<file path="config.mk">
export PLATFORM = sky130hd
export DESIGN_NAME = cordic_seq_ctrl_flat
export DESIGN_NICKNAME = d
export VERILOG_FILES = /design/src/rtl/cordic_seq_ctrl_if.sv /design/src/rtl/cordic_seq_ctrl.sv /design/src/flat_wrapper.sv
export SDC_FILE = /design/constraint.sdc
export NUM_CORES = 1
export LEC_CHECK = 0
export CORE_MARGIN = 3
export CORE_UTILIZATION = 50
export DETAILED_ROUTE_END_ITERATION = 6
export PLACE_DENSITY = 0.7
export SETUP_SLACK_MARGIN = 0.3
export SLEW_MARGIN = 40
export SYNTH_ARGS = -nofsm -noshare
export SYNTH_HDL_FRONTEND = slang
export SYNTH_SLANG_ARGS = --single-unit
export TNS_END_PERCENT = 10
</file>
<file path="constraint.sdc">
create_clock -name clk -period 8 [get_ports clk]
set_clock_uncertainty 0.1 [all_clocks]
set_input_delay 0.8 -clock clk [delete_from_list [all_inputs] [get_ports clk]]
set_output_delay 0.8 -clock clk [all_outputs]
set_load 0.01 [all_outputs]
</file>
<file path="src/rtl/cordic_seq_ctrl_if.sv">
`default_nettype none
// ============================================================================
//  Module      : cordic_seq_ctrl_if
//  Description : Handshake and table-lookup bundle for the CORDIC sequencer.
//                master side = upstream/downstream/table owner,
//                slave side  = the sequencer core.
//  Signals     : in_valid/in_ready/angle_in   - angle input handshake
//                abort                        - cancel current operation
//                lut_iter/lut_atan            - arctangent table lookup
//                out_valid/out_ready          - result handshake
//                cos_out/sin_out/range_err    - result payload
//  Revision    : 1.0 - initial release
// ============================================================================
interface cordic_seq_ctrl_if;
   logic        in_valid;
   logic        in_ready;
   logic [33:0] angle_in;
   logic        abort;
   logic [4:0]  lut_iter;
   logic [31:0] lut_atan;
   logic        out_valid;
   logic        out_ready;
   logic [33:0] cos_out;
   logic [33:0] sin_out;
   logic        range_err;

   modport master (
      output in_valid, angle_in, abort, out_ready, lut_atan,
      input  in_ready, lut_iter, out_valid, cos_out, sin_out, range_err
   );

   modport slave (
      input  in_valid, angle_in, abort, out_ready, lut_atan,
      output in_ready, lut_iter, out_valid, cos_out, sin_out, range_err
   );
endinterface
`default_nettype wire

</file>
<file path="src/rtl/cordic_seq_ctrl.sv">
`default_nettype none
// ============================================================================
//  Module      : cordic_seq_ctrl
//  Description : Iterative rotation-mode CORDIC sequencer producing cos/sin
//                of a signed Q2.32 angle, one micro-rotation per clock.
//  Ports       : clk  - clock, rising edge
//                rst  - asynchronous active-high reset
//                bus  - cordic_seq_ctrl_if.slave (handshakes, table lookup,
//                       results)
//  Parameters  : ITERATIONS - micro-rotations per operation (1..32)
//  Revision    : 1.0 - initial release
// ============================================================================
module cordic_seq_ctrl #(
   parameter int ITERATIONS = 32
) (
   input  wire logic         clk,
   input  wire logic         rst,
   cordic_seq_ctrl_if.slave  bus
);

   typedef enum logic [1:0] {
      IDLE = 2'd0,
      RUN  = 2'd1,
      DONE = 2'd2
   } state_t;

   // CORDIC gain compensation K and the pi/2 clamp bound, both Q2.32.
   localparam logic signed [33:0] K_INIT = 34'sh09B74EDA8;
   localparam logic signed [33:0] BOUND  = 34'sh1921FB544;
   localparam logic [4:0]         LAST   = 5'(ITERATIONS - 1);

   state_t             state;
   logic signed [33:0] x, y, z;
   logic [4:0]         iter;
   logic               in_ready_r;
   logic               out_valid_r;
   logic [33:0]        cos_r, sin_r;
   logic               range_err_r;

   // Input clamp to +/- pi/2.
   logic signed [33:0] angle;
   logic               over_pos, over_neg;
   logic signed [33:0] angle_clamped;

   always_comb begin
      angle         = $signed(bus.angle_in);
      over_pos      = (angle > BOUND);
      over_neg      = (angle < -BOUND);
      angle_clamped = angle;
      if (over_pos) angle_clamped = BOUND;
      if (over_neg) angle_clamped = -BOUND;
   end

   // One micro-rotation; direction follows the sign of the residual angle.
   logic signed [33:0] x_shift, y_shift, atan_ext;
   logic signed [33:0] x_next, y_next, z_next;

   always_comb begin
      x_shift  = x >>> iter;
      y_shift  = y >>> iter;
      atan_ext = $signed({2'b00, bus.lut_atan});
      if (!z[33]) begin
         x_next = x - y_shift;
         y_next = y + x_shift;
         z_next = z - atan_ext;
      end else begin
         x_next = x + y_shift;
         y_next = y - x_shift;
         z_next = z + atan_ext;
      end
   end

   // The counter is forced back to 0 whenever RUN is left, so it can drive
   // lut_iter directly and still read 0 outside RUN.
   always_ff @(posedge clk or posedge rst) begin
      if (rst) begin
         state       <= IDLE;
         x           <= '0;
         y           <= '0;
         z           <= '0;
         iter        <= '0;
         in_ready_r  <= 1'b1;
         out_valid_r <= 1'b0;
         cos_r       <= '0;
         sin_r       <= '0;
         range_err_r <= 1'b0;
      end else begin
         case (state)
            IDLE: begin
               if (bus.in_valid) begin
                  x           <= K_INIT;
                  y           <= '0;
                  z           <= angle_clamped;
                  range_err_r <= over_pos | over_neg;
                  iter        <= '0;
                  in_ready_r  <= 1'b0;
                  state       <= RUN;
               end
            end
            RUN: begin
               if (bus.abort) begin
                  iter       <= '0;
                  in_ready_r <= 1'b1;
                  state      <= IDLE;
               end else begin
                  x <= x_next;
                  y <= y_next;
                  z <= z_next;
                  if (iter == LAST) begin
                     cos_r       <= x_next;
                     sin_r       <= y_next;
                     out_valid_r <= 1'b1;
                     iter        <= '0;
                     state       <= DONE;
                  end else begin
                     iter <= iter + 5'd1;
                  end
               end
            end
            DONE: begin
               // abort and out_ready have the same effect here; with both
               // high the transfer is treated as completed.
               if (bus.out_ready || bus.abort) begin
                  out_valid_r <= 1'b0;
                  in_ready_r  <= 1'b1;
                  state       <= IDLE;
               end
            end
            default: begin
               iter        <= '0;
               out_valid_r <= 1'b0;
               in_ready_r  <= 1'b1;
               state       <= IDLE;
            end
         endcase
      end
   end

   assign bus.in_ready  = in_ready_r;
   assign bus.out_valid = out_valid_r;
   assign bus.cos_out   = cos_r;
   assign bus.sin_out   = sin_r;
   assign bus.range_err = range_err_r;
   assign bus.lut_iter  = iter;

endmodule
`default_nettype wire

</file>
<file path="src/flat_wrapper.sv">
// flat-port wrapper written by rule: the top's interface ports become plain ports
module cordic_seq_ctrl_flat 
#(
   parameter int ITERATIONS = 32
)
  (clk, rst, bus_in_valid, bus_angle_in, bus_abort, bus_out_ready, bus_lut_atan, bus_in_ready, bus_lut_iter, bus_out_valid, bus_cos_out, bus_sin_out, bus_range_err);
  cordic_seq_ctrl_if bus_i ();
  input  wire logic clk;
  input  wire logic rst;
  input wire logic [$bits(bus_i.in_valid)-1:0] bus_in_valid;
  input wire logic [$bits(bus_i.angle_in)-1:0] bus_angle_in;
  input wire logic [$bits(bus_i.abort)-1:0] bus_abort;
  input wire logic [$bits(bus_i.out_ready)-1:0] bus_out_ready;
  input wire logic [$bits(bus_i.lut_atan)-1:0] bus_lut_atan;
  output wire logic [$bits(bus_i.in_ready)-1:0] bus_in_ready;
  output wire logic [$bits(bus_i.lut_iter)-1:0] bus_lut_iter;
  output wire logic [$bits(bus_i.out_valid)-1:0] bus_out_valid;
  output wire logic [$bits(bus_i.cos_out)-1:0] bus_cos_out;
  output wire logic [$bits(bus_i.sin_out)-1:0] bus_sin_out;
  output wire logic [$bits(bus_i.range_err)-1:0] bus_range_err;
  assign bus_i.in_valid = bus_in_valid;
  assign bus_i.angle_in = bus_angle_in;
  assign bus_i.abort = bus_abort;
  assign bus_i.out_ready = bus_out_ready;
  assign bus_i.lut_atan = bus_lut_atan;
  assign bus_in_ready = bus_i.in_ready;
  assign bus_lut_iter = bus_i.lut_iter;
  assign bus_out_valid = bus_i.out_valid;
  assign bus_cos_out = bus_i.cos_out;
  assign bus_sin_out = bus_i.sin_out;
  assign bus_range_err = bus_i.range_err;
  cordic_seq_ctrl #(.ITERATIONS(ITERATIONS)) u_core (.clk(clk), .rst(rst), .bus(bus_i));
endmodule
</file>
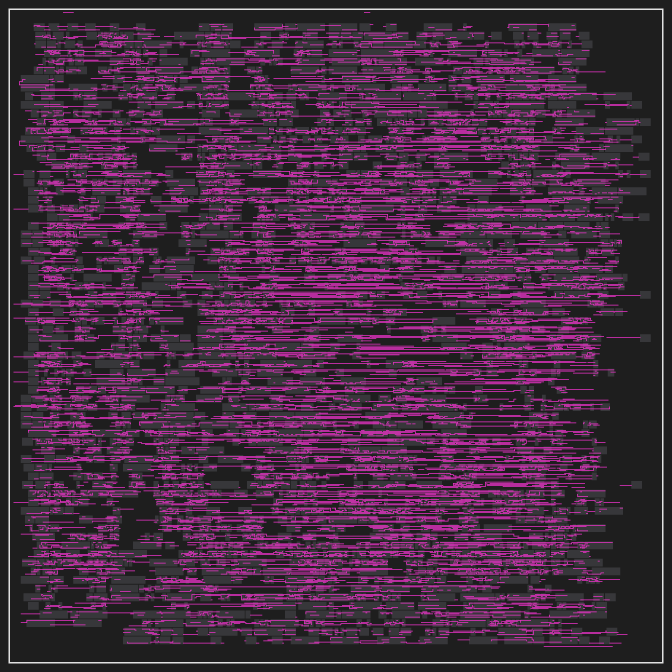
Figure 1: signal wires on met1.
nets with wire on the layer: 2,433
longest straight run: 61.2 um
wire length on this layer: 28.5 mm
share of all routed wire: 40%
main direction: horizontal

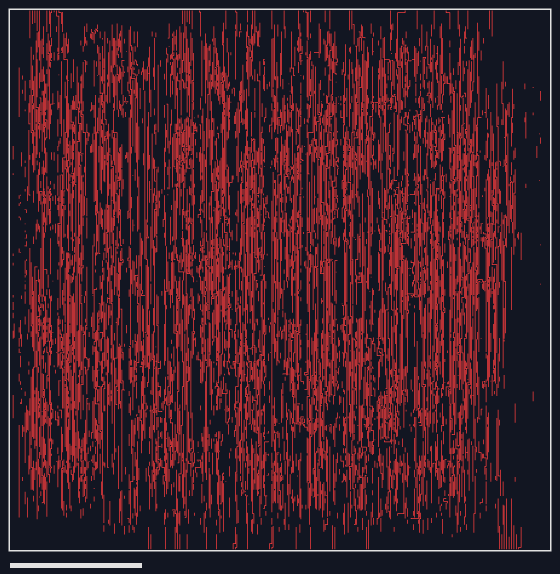
Figure 2: the metal 2 layer.
Scale bar: 50 um.
main direction: vertical
longest straight run: 93.5 um
share of all routed wire: 47%
wire length on this layer: 33.2 mm
nets with wire on the layer: 2,205

==> GITHUB_STEP_SUMMARY <==
### Flow metrics

| Metric | Value |
|---|---|
| Post-synth EDFFs | 0 |
| Power Density | 474 nW/um^2 |
| Yosys cell types | 101 |
| R2R Setup Slk | 1.17 ns |
| I/O pin count | 147 |
| Final WL | 71,000 um |
| Non-CTS inverters | 69 |
| Synth cell count leaders | 266 x nand2_1, 203 x nor2_1, 189 x o21ai_0 |
| Area Growth Syn to Fin | 11.9% |
| Critical path capture point | u_core.x[30] |
| Core Footprint | 38,900 sq um |
| Tot Pwr | 10.6 mW |
| Crit path DRT | 8.30 ns |
| PortBufs | 146 |
| Final min period | 6.83 ns |
| Hold Path End | u_core.bus.sin_out[19] |
| Core Util, Final | 57.1% |
| DRC viols | 0 |
| Area share, top type | 22.5% |
| Reg area | 4520 sq um |
| Resized cells post-CTS | 0 |
| Max Cap Violations | 0 |
| Number of fillers in the final layout | 3,539 |
| Setup slack after layout | 1.17 ns |
| Final GP Congestion | 1.05 |
| Clock buffer count from CTS | 17 |
| Fmax achieved | 0.146 GHz |
| Slew Limit Headroom | 43.1% |
| Logic share of the area | 64.8% |
| Post-Syn Area | 19,900 sq um |
| Final max-slew violation count | 0 |
| Status | finished, final reports clean |
| R2R cell count | 20 |
| Setup-failing EPs final | 0 |
| Synthesized instance count | 2,353 |
| Nets@finish | 2,585 |
| Synth area leader | dfrtp_1 |
| Top-count cell post-synth | nand2_1 |
| Root Buffer | clkbuf_16 |
| Largest net degree at the start of global routing | 123 |
| Most frequent logic cell in the layout | nand2_1 |
| Design Area, Final | 22,200 sq um |
| Chip Area, Yosys | 19,900 sq um |
| Total global-route track usage | 33.7% |
| Vias in the first global route | 19,075 |
| Post-synthesis sequential area ratio | 22.7% |
| First-pass DRT Iterations | 5 |
| Die X | 205 um |
| Tap cells | 518 |
| Vias | 19,594 |
| Layout cells sized above 1 | 11.4% |
| Mean Syn Cell Area | 8.44 sq um |
| Post-CTS Setup Inserts | 0 |
| Syn. warnings | 0 |
| Top cell class by occupied area | multi-input combinational cells |
| Seq area share | 20.3% |
| Post-DP Area | 21,600 sq um |
| Clock buffer depth | 2 |
| Nonclk buf count | 181 |
metrics by stage:
step | instances | hold slack [ns]
final | 2937 | 0.374
after global routing | 2937 | 0.404
after CTS | 2937 | 0.379
after detailed placement | 2906 | 0.364
after global placement | 2905 | 0.361
after floorplan | 2353 | 0.355
worst max-delay path: stages (launching register included):
cell	delay, ns
dfrtp_4	0.88
buf_12	0.40
mux2_2	0.41
mux4_2	0.52
a21oi_1	0.30
nor2_1	0.07
a21oi_1	0.19
ha_1	0.27
nand2_1	0.06
o21ai_0	0.16
fa_1	0.47
a21oi_1	0.16
o21bai_1	0.14
a2111oi_0	0.58
o21ai_0	0.21
a41oi_1	0.36
o21ai_0	0.33
a21bo_2	0.31
a31o_2	0.28
or3b_2	0.45
nand3_1	0.08
kinds of logic (layout without fill, tap and decap cells):
kind of cell / after synthesis / after routing / share of synthesized area, %
AOI/OAI and AO/OA: 749 / 749 / 24.5
xor gates and xnor gates: 175 / 175 / 7.79
adders and majority gates: 107 / 107 / 6.85
buffers and inverters: 215 / 281 / 5.13
DFF: 180 / 180 / 22.7
muxes: 181 / 181 / 15.0
and+or+nand+nor: 746 / 746 / 18.0
state kept, by name, summed over array words and instances, names as in the netlist:
signal                count
u_core.bus.lut_iter       5
u_core.bus.in_ready       1
u_core.bus.range_err      1
u_core.bus.sin_out       34
u_core.bus.cos_out       34
u_core.x                 34
u_core.bus.out_valid      1
u_core.state              2
u_core.z                 34
u_core.y                 34
per-layer routing:
layer	GRT usage [%]	vias to the layer above	part of all wire, %
met5	0	-	0.021
met4	14.4	2	4.7
met3	7.40	200	8.4
met2	54.9	995	47
met1	43.5	9514	40
li1	-	8883	-
where the power goes:
group / switching (mW) / internal (mW)
combinational: 4.63 / 3.30
clock: 0.390 / 0.562
sequential: 0.538 / 1.13
Power is estimated from default activity; no workload was simulated.
